Design exp_fixed_pipe, sky130hd; sources not shown.
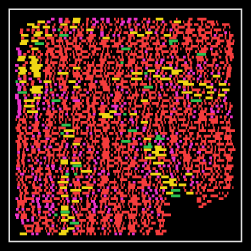
Run 1: placed cells, one color a class
Scale: 1 px per micron.
- yellow: sequential cells (cells 118)
- magenta: remaining buffers and delay cells (cells 370)
- red: combinational and other logic (cells 1799)
- green: clock drivers and dummy loads (cells 32)
Seq area share: 11.3%
Core Footprint: 47900 sq um
Core Util, Final: 49.4%
Core Rows: 80
Post-Layout Inst Area: 23700 sq um

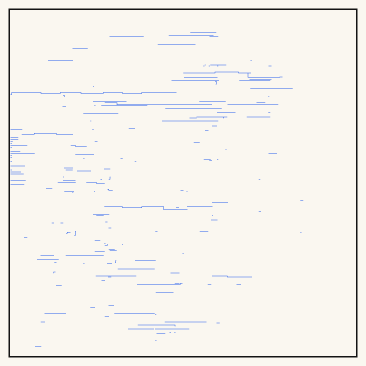
Run 1: signal wires on met3
Scale: 1.5 px per micron.
- wire length on this layer: 1560 microns
- main direction: horizontal
M3 GR Usage: 2.49%
Post-Route WL: 68.3 mm
vias: 15.3k

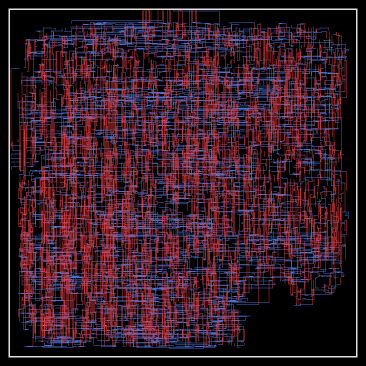
Run 1: routed metal, one color a layer
Scale: 1.5 px per micron. Only two layers are drawn.
- red: metal 2 (wire length 37.6 mm)
- blue: metal 1 (wire length 27.4 mm)
Total GRT Usage: 23.7%
routed wire length per instance: 23.3 microns

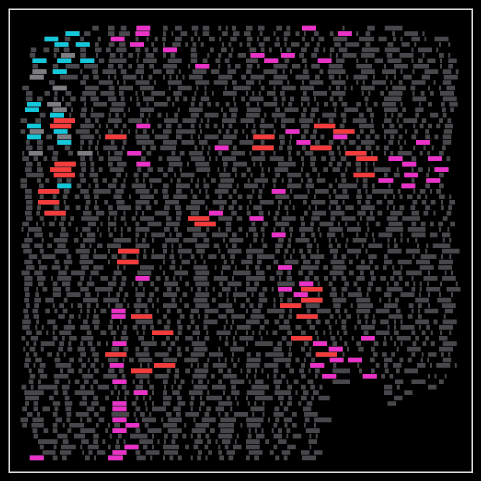
Run 1: sequential cells colored by netlist name
Scale: 2 px per micron. Other sequential cells in the stronger gray, the rest of the logic in the fainter gray.
- red: `x_q` (flops 32)
- cyan: `g_stage.u_stage.dst_tag` (flops 16; where north-west)
- magenta: `g_stage.u_stage.dst_acc` (flops 60; where spread over the die)
Seq power: 1.24 mW
Flop area: 2690 sq um

==> results.txt, run 1 <==
run metrics: outcome=finished with violations, failing checks=setup timing, Placed Instances=2845, DP HPWL=47.7 mm, Hold Fails Final Rpt=0, combinational fraction of the cell area=approximately 64%, GR Util met2=43.8%, clock root buffer=clkbuf_16, DR vias/cell=~5.2, worst setup slack after layout=-0.751 ns, initial drt markers=between 500 and 600, Post-synth area hogs=fa_1 34%, ha_1 11%, dfxtp_1 9.3%, CP peak stage delay=0.62 ns, hold slack=about 0.26 ns, Starting Density=about two fifths, vias in the first global route=17.9k, ys flops=between 100 and 150, layout cells sized above 1=between 20% and 30%, VDD IR max=between 200 and 300 uV, Final setup viols=30, Worst Path Max Fanout=6, ys cells=roughly 2.0k, Max Fclk=between 0.15 and 0.2 GHz, WHS Path Cells=1, initial antenna violation count=0
-- run 1: cells in the final DEF, fill, tap and decap left out, types with 10 or more instances in the layout --
master / instances
and2_4: 15
ha_4: 19
inv_1: 353
nand2_1: 157
ha_1: 145
nor2b_1: 10
dfxtp_1: 83
nand3_1: 15
fa_1: 299
xor2_1: 32
nor2_1: 49
a22o_1: 35
and3_1: 12
xnor2_1: 49
inv_2: 19
a21oi_1: 26
fa_2: 11
buf_6: 26
edfxtp_1: 32
o21ai_1: 10
and2_1: 255
a21oi_2: 13
clkdlybuf4s50_1: 39
o21ai_0: 41
clkbuf_16: 18
buf_4: 302
a21o_1: 21
nand2b_1: 38
nand4_1: 11
nor3_1: 11
-- run 1: power groups by stage --
stage / Clock, mW / Combinational (mW) / Sequential [mW]
finish: 1.24 / 3.46 / 1.24
CTS: 1.26 / 3.01 / 1.23
detailed placement: 0 / 2.83 / 1.25
global route: 1.31 / 3.82 / 1.26
global placement: 0 / 2.65 / 1.25
floorplan: 0 / 1.71 / 1.17
-- run 1: what timing repair did --
action                     in CTS  in global routing
pin swaps                      40                 99
resized                        77                150
setup endpoints to repair      27                 38
buffers inserted               27                 34
hold endpoints to repair        0                  0
-- run 1: routing by layer --
| metal | routed length [microns] | up-vias | part of all wire, % |
|---|---|---|---|
| li1 | - | 6836 | - |
| met3 | 1560 | 101 | 2.3 |
| met2 | 37600 | 217 | 55 |
| met5 | 0 | - | 0 |
| met4 | 1790 | 0 | 2.6 |
| met1 | 27400 | 8118 | 40 |
-- run 1: kinds of logic (layout without fill, tap and decap cells) --
group	after synthesis	count (layout)
compound gates	219	219
xor+xnor	97	97
fa+ha+maj	476	476
buf+inv	452	775
flops	118	118
mux	3	3
simple gates	631	631
Run 1, placed standard cells:
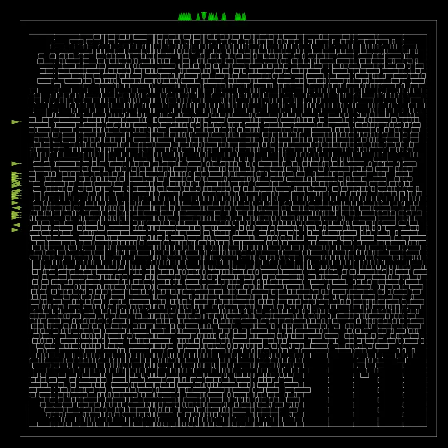

==> run 1 -> run 2 <==
Settings changed: ABC_CLOCK_PERIOD_IN_PS from default to 5200, CORE_MARGIN 5 to 2, TNS_END_PERCENT 100 to default.
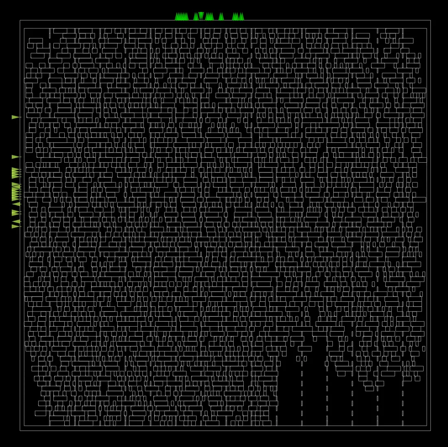
Run 2: placed standard cells
Seq area share: 11.3%
filler instances: 4975
Core Util, Final: 49.6%

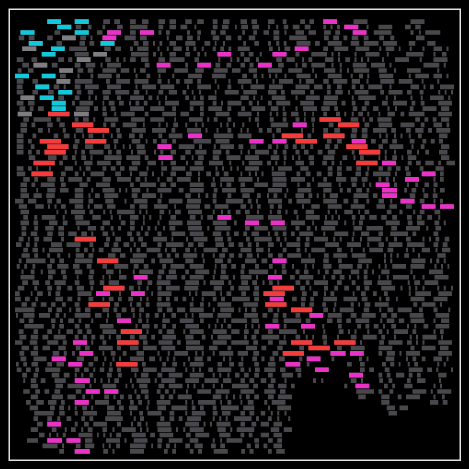
Run 2: sequential cells colored by netlist name
Scale: 2 px per micron. Other sequential cells in the stronger gray, the rest of the logic in the fainter gray.
Seq power: 1.25 mW
Flop area: 2690 sq um

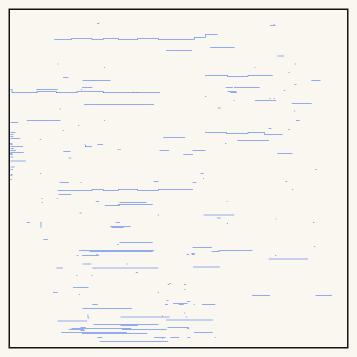
Run 2: signal wires on met3
Scale: 1.5 px per micron.
vias: 15.2k
Post-Route WL: 67.9 mm
M3 GR Usage: 4.27%

==> run 2 against run 1 <==
Compared with the run above:
- wire length fell by 0.67%
- non-clock buffer count rose by 5
- worst setup slack improved by 0.16 ns
- sequential power barely moved
- critical endpoint is now g_stage[1].u_stage.dst_acc[9]
- sequential share of layout area barely moved
- the flow still finishes with violations (setup timing)
- critical path depth rose by 1
==> results.txt, run 2 <==
run metrics: outcome=finished with violations, failing checks=setup timing, Core Footprint=47900 sq um (unchanged), clock root buffer=clkbuf_16, Core Rows=80 (unchanged), worst setup slack after layout=-0.594 ns (+0.158 ns), Max Fclk=0.173 GHz (+2.7%), Starting Density=38.6% (unchanged), layout cells sized above 1=24.3% (+1.1 points), routed wire length per instance=23.1 microns (-0.87%), initial drt markers=561 (-4.1%), Hold Fails Final Rpt=0 (unchanged), Placed Instances=2839 (-0.21%), DR vias/cell=5.17 (-0.58%), VDD IR max=186 uV (-31%), Post-synth area hogs=fa_1 34%, ha_1 11%, dfxtp_1 9.3%, vias in the first global route=18.3k (+2.3%), WHS Path Cells=1 (unchanged), P_comb=3.47 mW (about the same), Final setup viols=24 (-20%), met2 WL post-DR=36.6 mm (-2.5%), ys flops=118 (unchanged), top routing layer used=met4, Total GRT Usage=27.4% (+3.7 points), Worst Path Max Fanout=3 (-3), initial antenna violation count=1 (+1)
[run 2: worst max-delay path, stage by stage, from the launching register on]
cell and delay (ns):
edfxtp_1 0.41, and2_4 0.19, ha_4 0.28, inv_2 0.04, fa_1 0.54, inv_1 0.05
fa_1 0.50, inv_1 0.06, fa_1 0.51, inv_2 0.05, ha_4 0.30, nand2_4 0.07
a211o_4 0.32, a211oi_4 0.23, nor3_2 0.09, or4_1 0.51, a221o_1 0.44, xnor2_4 0.25
buf_6 0.14, o21bai_4 0.07, a21o_1 0.18, a32o_1 0.25
[run 2: cell type report]
class	count	area, sq um
Antenna cell	1	2.50
Clock buffer	17	425
Clock inverter	15	171
Fill cell	4975	24200
Inverter	373	1400
Multi-Input combinational cell	1426	15200
Sequential cell	118	2690
Tap cell	615	769
Timing Repair Buffer	375	3080
[run 2: per-stage QoR]
step                util (%)  instance area, sq um
floorplan                  -                 18700
global placement        44.9                 21500
detailed placement      44.9                 21500
CTS                     48.2                 23100
global route            49.6                 23800
finish                  49.6                 23800
[run 2: timing repair]
item                                   in CTS  in global routing
buffers inserted                           51                 35
gates resized                             141                120
pin swaps                                  80                 64
setup endpoints to repair                  24                 38
endpoints found under the hold margin       0                  0
[run 2: logic make-up after synthesis]
| family | after synthesis | synth area share [%] |
|---|---|---|
| multiplexers | 3 | 0.162 |
| adder cells (fa/ha/maj) | 476 | 44.7 |
| AND/OR/NAND/NOR | 631 | 18.3 |
| XOR/XNOR | 97 | 4.91 |
| AND-OR/OR-AND | 219 | 8.15 |
| buffers and inverters | 452 | 9.26 |
| flip-flops | 118 | 14.5 |
[run 2: metal layers]
metal	up-vias	track usage, %
li1	6852	-
met1	8020	30.9
met2	212	49.5
met3	130	4.27
met4	0	9.25
met5	-	-
Power figures rest on the tool's default switching activity, not on a simulated workload.
